==> run_1/metal_density.png <==
The bar under the picture is 20 µm long. 10 x 13 tiles, from dark blue (low) to red (high), scaled to the fullest tile. Values are wire area over tile area, all layers added.
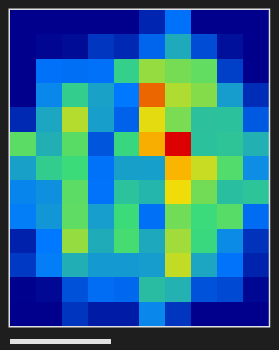
==> run_1/layer_met3.png <==
The bar under the picture is 20 µm long.
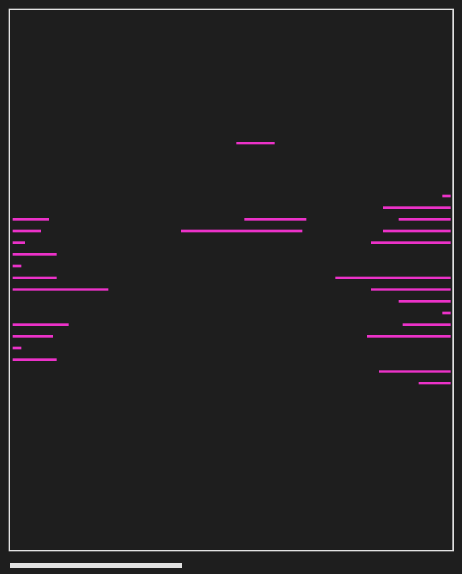
==> run_1/placement_by_type.png <==
Fill, decap, tap and diode cells in gray.
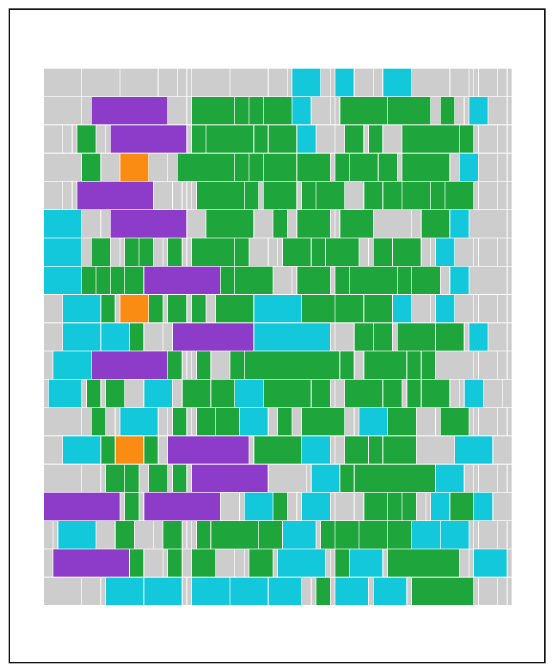
### config.mk
export PLATFORM = sky130hd
export DESIGN_NAME = proc_control_fsm_flat
export DESIGN_NICKNAME = d
export VERILOG_FILES = /design/src/rtl/proc_control_fsm_pkg.sv /design/src/rtl/proc_control_fsm_if.sv /design/src/rtl/proc_control_fsm_dec3to8.sv /design/src/rtl/proc_control_fsm.sv /design/src/flat_wrapper.sv
export SDC_FILE = /design/constraint.sdc
export NUM_CORES = 1
export LEC_CHECK = 0
export CORE_ASPECT_RATIO = 1.25
export CORE_MARGIN = 3
export CORE_UTILIZATION = 43
export DETAILED_ROUTE_END_ITERATION = 8
export PLACE_DENSITY = 0.8
export SLEW_MARGIN = 10
export SYNTH_ARGS = -nofsm -noshare
export SYNTH_HDL_FRONTEND = slang
export SYNTH_HIERARCHICAL = 1
export SYNTH_SLANG_ARGS = --single-unit
### constraint.sdc
create_clock -name Clock -period 2.2 [get_ports Clock]
set_input_delay 0.44 -clock Clock [delete_from_list [all_inputs] [get_ports Clock]]
set_output_delay 0.44 -clock Clock [all_outputs]
set_load 0.02 [all_outputs]
### src/rtl/proc_control_fsm_pkg.sv
// proc_pkg: opcodes, ALU selects, timestep encoding and IR field positions shared by the control unit.
package proc_pkg;
  localparam logic [3:0] OP_MV = 4'h0;
  localparam logic [3:0] OP_MVI = 4'h1;
  localparam logic [3:0] OP_ADD = 4'h2;
  localparam logic [3:0] OP_SUB = 4'h3;
  localparam logic [3:0] OP_AND = 4'h4;
  localparam logic [3:0] OP_SLT = 4'h5;
  localparam logic [3:0] OP_SLL = 4'h6;
  localparam logic [3:0] OP_SRL = 4'h7;
  localparam logic [3:0] OP_MVNZ = 4'h8;
  localparam logic [2:0] ALU_ADD = 3'b000;
  localparam logic [2:0] ALU_SUB = 3'b001;
  localparam logic [2:0] ALU_AND = 3'b010;
  localparam logic [2:0] ALU_SLT = 3'b011;
  localparam logic [2:0] ALU_SLL = 3'b100;
  localparam logic [2:0] ALU_SRL = 3'b101;
  localparam int OP_HI = 15;
  localparam int OP_LO = 12;
  localparam int X_HI = 11;
  localparam int X_LO = 9;
  localparam int Y_HI = 8;
  localparam int Y_LO = 6;
  typedef enum logic [1:0] {T0 = 2'b00, T1 = 2'b01, T2 = 2'b10, T3 = 2'b11} state_e;
  function automatic logic is_alu(input logic [3:0] op);
    return op >= OP_ADD && op <= OP_SRL;
  endfunction
  // ALU opcodes are contiguous from add, so the select is just the offset from OP_ADD.
  function automatic logic [2:0] alu_of(input logic [3:0] op);
    return op[2:0] - OP_ADD[2:0];
  endfunction
endpackage

### src/rtl/proc_control_fsm_if.sv
// proc_control_fsm_if: instruction input and datapath control strobes of the control unit.
interface proc_control_fsm_if #(parameter int n = 16, parameter int NREG = 8);
  logic Run;
  logic [n-1:0] DIN;
  logic G_nonzero;
  logic IRin;
  logic [NREG-1:0] Rin;
  logic [NREG-1:0] Rout;
  logic Gout;
  logic DINout;
  logic Ain;
  logic Gin;
  logic [2:0] alu_control;
  logic Done;
  logic Busy;
  modport master(output Run, DIN, G_nonzero,
                 input IRin, Rin, Rout, Gout, DINout, Ain, Gin, alu_control, Done, Busy);
  modport slave(input Run, DIN, G_nonzero,
                output IRin, Rin, Rout, Gout, DINout, Ain, Gin, alu_control, Done, Busy);
endinterface

### src/rtl/proc_control_fsm_dec3to8.sv
// dec3to8: 3-bit to one-hot 8 decoder with enable.
module dec3to8 (
  input  logic       en_i,
  input  logic [2:0] sel_i,
  output logic [7:0] onehot_o
);
  assign onehot_o = en_i ? 8'b1 << sel_i : 8'b0;
endmodule

### src/rtl/proc_control_fsm.sv
// proc_control_fsm: multicycle T0-T3 control unit; captures an instruction and sequences the datapath strobes.
module proc_control_fsm
  import proc_pkg::*;
#(
  parameter int n = 16,
  parameter int NREG = 8
) (
  input logic Clock,
  input logic Reset,
  proc_control_fsm_if.slave bus
);
  state_e state_q, state_d;
  logic [n-1:0] ir_q, ir_d;
  logic [3:0] op;
  logic [NREG-1:0] x_oh, y_oh;
  logic irin, rin_x, rout_x, rout_y;
  logic unused_ir;
  assign op = ir_q[OP_HI:OP_LO];
  assign unused_ir = ^ir_q[Y_LO-1:0];
  dec3to8 u_dec_x (.en_i(1'b1), .sel_i(ir_q[X_HI:X_LO]), .onehot_o(x_oh));
  dec3to8 u_dec_y (.en_i(1'b1), .sel_i(ir_q[Y_HI:Y_LO]), .onehot_o(y_oh));
  always_ff @(posedge Clock) begin
    if (Reset) begin
      state_q <= T0;
      ir_q <= '0;
    end else begin
      state_q <= state_d;
      ir_q <= ir_d;
    end
  end
  always_comb begin
    state_d = state_q;
    ir_d = ir_q;
    irin = 1'b0;
    rin_x = 1'b0;
    rout_x = 1'b0;
    rout_y = 1'b0;
    bus.Gout = 1'b0;
    bus.DINout = 1'b0;
    bus.Ain = 1'b0;
    bus.Gin = 1'b0;
    bus.alu_control = ALU_ADD;
    bus.Done = 1'b0;
    case (state_q)
      T0: begin
        irin = bus.Run;
        ir_d = bus.Run ? bus.DIN : ir_q;
        state_d = bus.Run ? T1 : T0;
      end
      T1: begin
        rout_x = is_alu(op);
        bus.Ain = is_alu(op);
        bus.Done = !is_alu(op);
        state_d = is_alu(op) ? T2 : T0;
        rout_y = op == OP_MV || (op == OP_MVNZ && bus.G_nonzero);
        bus.DINout = op == OP_MVI;
        rin_x = op == OP_MV || op == OP_MVI || (op == OP_MVNZ && bus.G_nonzero);
      end
      T2: begin
        rout_y = 1'b1;
        bus.Gin = 1'b1;
        bus.alu_control = alu_of(op);
        state_d = T3;
      end
      default: begin
        bus.Gout = 1'b1;
        rin_x = 1'b1;
        bus.Done = 1'b1;
        state_d = T0;
      end
    endcase
  end
  assign bus.IRin = irin && !Reset;
  assign bus.Rin = rin_x ? x_oh : '0;
  assign bus.Rout = rout_x ? x_oh : rout_y ? y_oh : '0;
  assign bus.Busy = state_q != T0;
endmodule

### src/flat_wrapper.sv
// flat-port wrapper written by rule: the top's interface ports become plain ports
module proc_control_fsm_flat import proc_pkg::*;
#(
  parameter int n = 16,
  parameter int NREG = 8
)
  (Clock, Reset, bus_Run, bus_DIN, bus_G_nonzero, bus_IRin, bus_Rin, bus_Rout, bus_Gout, bus_DINout, bus_Ain, bus_Gin, bus_alu_control, bus_Done, bus_Busy);
  proc_control_fsm_if #(.n(n), .NREG(NREG)) bus_i ();
  input logic Clock;
  input logic Reset;
  input wire logic [$bits(bus_i.Run)-1:0] bus_Run;
  input wire logic [$bits(bus_i.DIN)-1:0] bus_DIN;
  input wire logic [$bits(bus_i.G_nonzero)-1:0] bus_G_nonzero;
  output wire logic [$bits(bus_i.IRin)-1:0] bus_IRin;
  output wire logic [$bits(bus_i.Rin)-1:0] bus_Rin;
  output wire logic [$bits(bus_i.Rout)-1:0] bus_Rout;
  output wire logic [$bits(bus_i.Gout)-1:0] bus_Gout;
  output wire logic [$bits(bus_i.DINout)-1:0] bus_DINout;
  output wire logic [$bits(bus_i.Ain)-1:0] bus_Ain;
  output wire logic [$bits(bus_i.Gin)-1:0] bus_Gin;
  output wire logic [$bits(bus_i.alu_control)-1:0] bus_alu_control;
  output wire logic [$bits(bus_i.Done)-1:0] bus_Done;
  output wire logic [$bits(bus_i.Busy)-1:0] bus_Busy;
  assign bus_i.Run = bus_Run;
  assign bus_i.DIN = bus_DIN;
  assign bus_i.G_nonzero = bus_G_nonzero;
  assign bus_IRin = bus_i.IRin;
  assign bus_Rin = bus_i.Rin;
  assign bus_Rout = bus_i.Rout;
  assign bus_Gout = bus_i.Gout;
  assign bus_DINout = bus_i.DINout;
  assign bus_Ain = bus_i.Ain;
  assign bus_Gin = bus_i.Gin;
  assign bus_alu_control = bus_i.alu_control;
  assign bus_Done = bus_i.Done;
  assign bus_Busy = bus_i.Busy;
  proc_control_fsm #(.n(n), .NREG(NREG)) u_core (.Clock(Clock), .Reset(Reset), .bus(bus_i));
endmodule
==> impl_metrics.yaml, run 1 <==
# flow metrics
status:
  status: "finished, final reports clean"
sta:
  drv_slew: 0
  fmax_mhz: 475
  clock_skew_ns: 0.00241
  hold_viol: 0
  finalCritPeriodShare_pct: 95.6
  whs_ns: 0.513
  post-route-min-period_ns: 2.10
  setup-tns-final_ns: 0
finish:
  drive_gt1_share_pct: 25.5
  nets: 230
  largest_reg_flops: 10
  fin_util_pct: 70.1
  fill_cells: 214
  finalNonFillerCells: 235
  ff_count: 12
  dominant-cell-class: "logic gates"
  nClkBuffers: 3
  clk_share_pct: 1.38
  final_cell_mix: "30 x nand2_1, 16 x conb_1, 14 x clkdlybuf4s50_1, 14 x buf_2, 14 x buf_4"
  layout_top_cell: "nand2_1"
  flop_area_um2: 243
  reg_top3: "u_core/ir_q x10, u_core/state_q x2"
  syn_to_final_growth_pct: 47.5
  sh_comb_area_pct: 54.3
  layout.non_clock_inverters: 5
  nNonClkBuffers: 52
  layout.area.comb_um2: 886
floorplan:
  tapCellCount: 31
  fp-row-count: 19
  io_pins: 46
  die-width_um: 51.4
  fp_util_pct: 47.5
worst_setup_path:
  path_cells: "inv_4 -> ha_4 -> nor3b_4 -> buf_4 -> o211ai_4 -> o211ai_1 -> buf_2"
  r2r-end: "u_core/state_q[0]$_SDFF_PP0_"
  critPathMaxFanout: 8
  criticalPathCategory: "reg -> out"
  cp-startpoint: "u_core/state_q[1]$_SDFF_PP0_"
  slowest_delay_ns: 0.33
  rr_startpoint: "u_core/state_q[0]$_SDFF_PP0_"
  reg2reg_slack_ns: 0.82
  required_ns: 1.76
  critPathCaptureType: "output port"
  worst-path-stages: 7
  crit_slowest_cell: "dfxtp_2"
global_route:
  grt_use_met2_pct: 32.6
  antenna_found_initial: 0
  met1_usage_pct: 23.3
  grt_pass1_wl_mm: 4.85
  grt_overflow_total: 0
  grt_pass1_vias: 1121
clock_tree:
  holdBufCountCts: 0
  post_cts_buffers: 2
  cts_root_buffer: "clkbuf_4"
  cts_tree: "yes"
  clockBufferDepth: 2
  clock_latency_ns: 0.26
  ctsResizeCount: 80
  numCtsBuffers: 3
  clkTransAtPathRegs_ns: 0.07
yosys:
  ys_top_logic_family: "simple AND/OR/NAND/NOR gates"
  yosys_warnings: 6
  mux_share_pct: 0
  simple_gate_share_pct: 41.4
  synth_area_um2: 1110
  yosys.area.top_type_share_pct: 21.7
  postSynth.asyncResetShare_pct: 0
  synth.most_common_cell: "nand2_1"
  ys_area_um2: 1110
  synth.top_cells.by_count: "30 x nand2_1, 12 x dfxtp_1, 11 x a21oi_1"
  synthXorXnorAreaFrac_pct: 0
  avgSynthCellArea_um2: 7.69
  compound_area_share_pct: 26.2
  synth_seq_share_pct: 21.7
  synthCells: 144
  synthFlopType: "dfxtp_1"
  yosysUniqueCellTypes: 32
  ys_cells: 144
pwr:
  pwr-share-seq_pct: 41.9
  top_power_group: "registers"
  p_comb_mw: 0.231
  power.leakage_nw: 0.736
  ir_drop_mv: 0.363
  seq_cell_power_mw: 0.258
  p_sw_mw: 0.212
  p_comb_share_pct: 37.4
  power.total_mw: 0.616
  pg_clk_mw: 0.128
routing:
  wl_per_cell_um: 12.3
  wl_met3_um: 155
  drc: 0
  wl_met2_mm: 1.52
  drtIter0Drc: 26
  ant_nets: 0
  via_per_inst: 5.21
  highest-signal-layer: "met3"
flow_run:
  maxCapViolations: 0
  warnings: 37
hold_path:
  min_from: "u_core/ir_q[15]$_SDFFE_PP0P_"
  hp-class: "reg -> reg"
  holdPathEnd: "u_core/ir_q[15]$_SDFFE_PP0P_"
place:
  gp_congestion: 0.873
  port_buffers: 39
  placed_cells: 230
  dp_hpwl_mm: 2.34
  pre_cts_ws_ns: -0.340
Notes on metal_density.png above:
fullest tile	0.46
mean over tiles	0.14
nearly empty tiles	17%
emptiest ninth of the die	top left
tiles over half the peak	20%
gr usage total: 18.3%
Routed WL: 2.88 mm

Notes on layer_met3.png above:
main direction	horizontal
longest straight run	13.8 µm
share of all routed wire	5.4%
via count: 1224
M3 GR Usage: 0.955%

Notes on placement_by_type.png above:
class	color	cells	share of their area
flops	purple	12	15%
clock drivers	orange	3	1.4%
combinational and other logic	green	137	57%
other buffers and delay cells	cyan	52	26%
design area: 1630 µm²
Core Area: 2330 µm²
flop share of the area: 14.9%

==> run_1/layer_met1.png <==
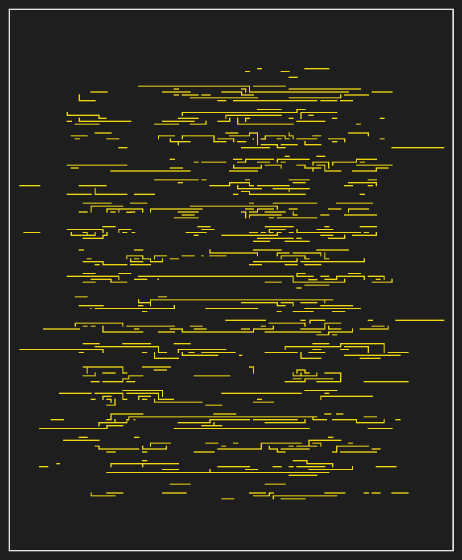

==> inputs of run 2 (changes only) <==
--- a/config.mk
+++ b/config.mk
@@ -5,11 +5,14 @@
 export SDC_FILE = /design/constraint.sdc
 export NUM_CORES = 1
 export LEC_CHECK = 0
+export CAP_MARGIN = 10
 export CORE_ASPECT_RATIO = 1.25
 export CORE_MARGIN = 3
-export CORE_UTILIZATION = 43
+export CORE_UTILIZATION = 55
 export DETAILED_ROUTE_END_ITERATION = 8
-export PLACE_DENSITY = 0.8
+export DONT_BUFFER_PORTS = 1
+export GPL_ROUTABILITY_DRIVEN = 1
+export PLACE_DENSITY = 0.7
 export SLEW_MARGIN = 10
 export SYNTH_ARGS = -nofsm -noshare
 export SYNTH_HDL_FRONTEND = slang
==> run_2/layer_met1.png <==
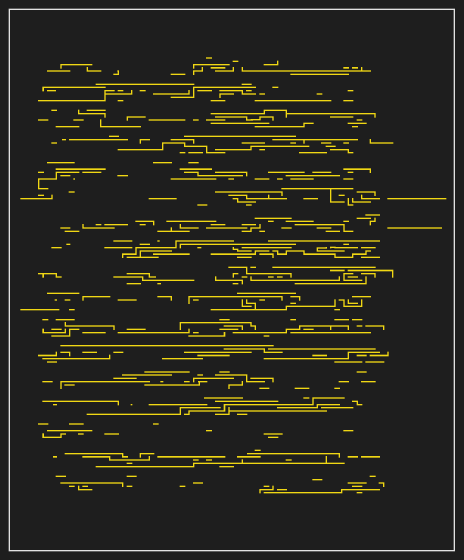
share of all routed wire	39%
wire length on this layer	1060 µm
main direction	horizontal
longest straight run	22.1 µm
Routed WL: 2.69 mm
via count: 1148
GR Layer Usage met1: 26.5%

==> run_2/placement_by_type.png <==
Fill, decap, tap and diode cells in gray.
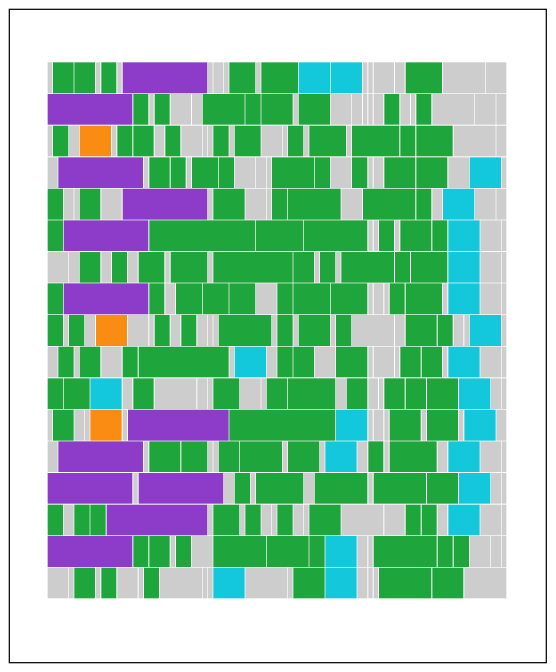
class	color	cells	share of their area
flops	purple	12	19%
combinational and other logic	green	137	68%
other buffers and delay cells	cyan	21	12%
clock drivers	orange	3	1.7%
design area: 1360 µm²
Core Area: 1830 µm²
flop share of the area: 18.2%
final design utilization: 74.4%
row count: 17

==> impl_metrics.yaml, run 2 <==
# flow metrics
global_route:
  grtUsageMet3_pct: 3.56
  grt_pass1_vias: 1055
  grt_pass1_wl_mm: 4.54
  grtUsageTotal_pct: 22.9
  grt_overflow_total: 0
  gr-max-usage-layer: "met2"
  antenna_found_initial: 0
  grt_use_met2_pct: 40.6
  grt_max_degree: 17
sta:
  post-route-min-period_ns: 2.14
  fmax_mhz: 467
  finalCritPeriodShare_pct: 97.4
  whs_ns: 0.233
  clock_skew_ns: 0.00306
  setup-tns-final_ns: 0
  hold_viol: 0
  drv_slew: 0
  grt_setup_unrepaired: "yes"
  fin_ws_ns: 0.0582
  finalSetupViolCount: 0
finish:
  sh_comb_area_pct: 65.3
  final_cell_mix: "30 x nand2_1, 21 x buf_4, 16 x conb_1"
  nClkBuffers: 3
  finalNonFillerCells: 192
  diodes: 0
  multi_input_comb_cells: 132
  flop_area_um2: 248
  top_register: "u_core/ir_q"
  ff_count: 12
  largest_reg_flops: 10
  dominant-cell-class: "logic gates"
  fill_cells: 166
  clk_share_pct: 1.65
  layout_top_cell: "nand2_1"
  reg_top3: "u_core/ir_q x10, u_core/state_q x2"
  nonClkBufAreaFrac_pct: 11.6
  layout.area.comb_um2: 888
  syn_to_final_growth_pct: 22.9
  nets: 199
  layout.non_clock_inverters: 5
  drive_gt1_share_pct: 25.4
  nNonClkBuffers: 21
clock_tree:
  clockBufferDepth: 2
  cts.htree.levels: 1
  cts_root_buffer: "clkbuf_4"
  cts_tree: "yes"
  clock_sinks: 12
  numCtsBuffers: 3
  clkTransAtPathRegs_ns: 0.06
  clock_latency_ns: 0.26
  holdBufCountCts: 0
  ctsResizeCount: 6
  post_cts_buffers: 0
floorplan:
  io_pins: 46
  fp_util_pct: 60.5
  tapCellCount: 19
  die_h_um: 56.2
  chip_area_um2: 2590
  die-width_um: 46.1
yosys:
  ys_sh_adder_pct: 4.52
  synthFlopType: "dfxtp_1"
  postSynth.asyncResetShare_pct: 0
  compound_area_share_pct: 26.2
  synth_area_um2: 1110
  avgSynthCellArea_um2: 7.69
  synthXorXnorAreaFrac_pct: 0
  yosysUniqueCellTypes: 32
  ys_seq_elements: 12
  ys_top_logic_family: "simple AND/OR/NAND/NOR gates"
  synthTopCellsByArea: "dfxtp_1 22%, nand2_1 10%, o2111ai_1 6.3%"
  ys_area_um2: 1110
  yosys.area.top_type_share_pct: 21.7
  ys_cells: 144
  simple_gate_share_pct: 41.4
  synth.most_common_cell: "nand2_1"
  top_area_cell: "dfxtp_1"
  synth.top_cells.by_count: "30 x nand2_1, 12 x dfxtp_1, 11 x a21oi_1"
  yosys_warnings: 6
  mux_share_pct: 0
  edf_count: 0
  synth_seq_share_pct: 21.7
  synthCells: 144
hold_path:
  hp-class: "in -> reg"
  min_from: "Reset"
  hold_path_depth: 1
  holdPathEnd: "u_core/state_q[1]$_SDFF_PP0_"
place:
  placed_cell_area_um2: 1290
  gp_congestion: 0.786
  placed_cells: 188
  dp_hpwl_mm: 2.11
  pre_cts_ws_ns: 0.154
  port_buffers: 0
pwr:
  pwr-share-seq_pct: 46.3
  pg_clk_mw: 0.124
  sw_frac_of_total_pct: 35.1
  p_comb_mw: 0.176
  p_comb_share_pct: 31.6
  power.total_mw: 0.557
  seq_cell_power_mw: 0.258
  p_sw_mw: 0.196
  top_power_group: "registers"
  power.density_nw_per_um2: 409
  clkPwrFrac_pct: 22.2
  power.leakage_nw: 0.554
  p_int_mw: 0.361
  ir_drop_mv: 0.451
flow_run:
  warnings: 37
  maxCapViolations: 0
worst_setup_path:
  cp-startpoint: "u_core/state_q[1]$_SDFF_PP0_"
  worst-path-stages: 6
  reg2reg_depth: 5
  critPathMaxFanout: 8
  criticalPathCategory: "reg -> out"
  critPathCapture: "bus_Rout[6]"
  critPathCaptureType: "output port"
  rr_startpoint: "u_core/state_q[0]$_SDFF_PP0_"
  cp.arrival_ns: 1.70
  slowest_delay_ns: 0.36
  r2r-end: "u_core/state_q[0]$_SDFF_PP0_"
  crit_buf_inv: 2
  critPathLaunchType: "flip-flop"
  reg2reg_slack_ns: 0.86
  critical-path-top-delay-family: "AND-OR/OR-AND gates"
  crit_slowest_cell: "dfxtp_4"
  required_ns: 1.76
  path_cells: "inv_4 -> ha_4 -> nor3b_4 -> o211ai_4 -> o211ai_1 -> buf_4"
routing:
  highest-signal-layer: "met4"
  drtIter0Drc: 11
  via_per_inst: 5.98
  wl_per_cell_um: 14.0
  drc: 0
  firstDrtPassIters: 4
  wl_met3_um: 185
  ant_nets: 0
  wl_met1_mm: 1.06
  wl_met2_mm: 1.42
status:
  status: "finished, final reports clean"
No activity file was given, so power comes from the tool's default toggle rates.
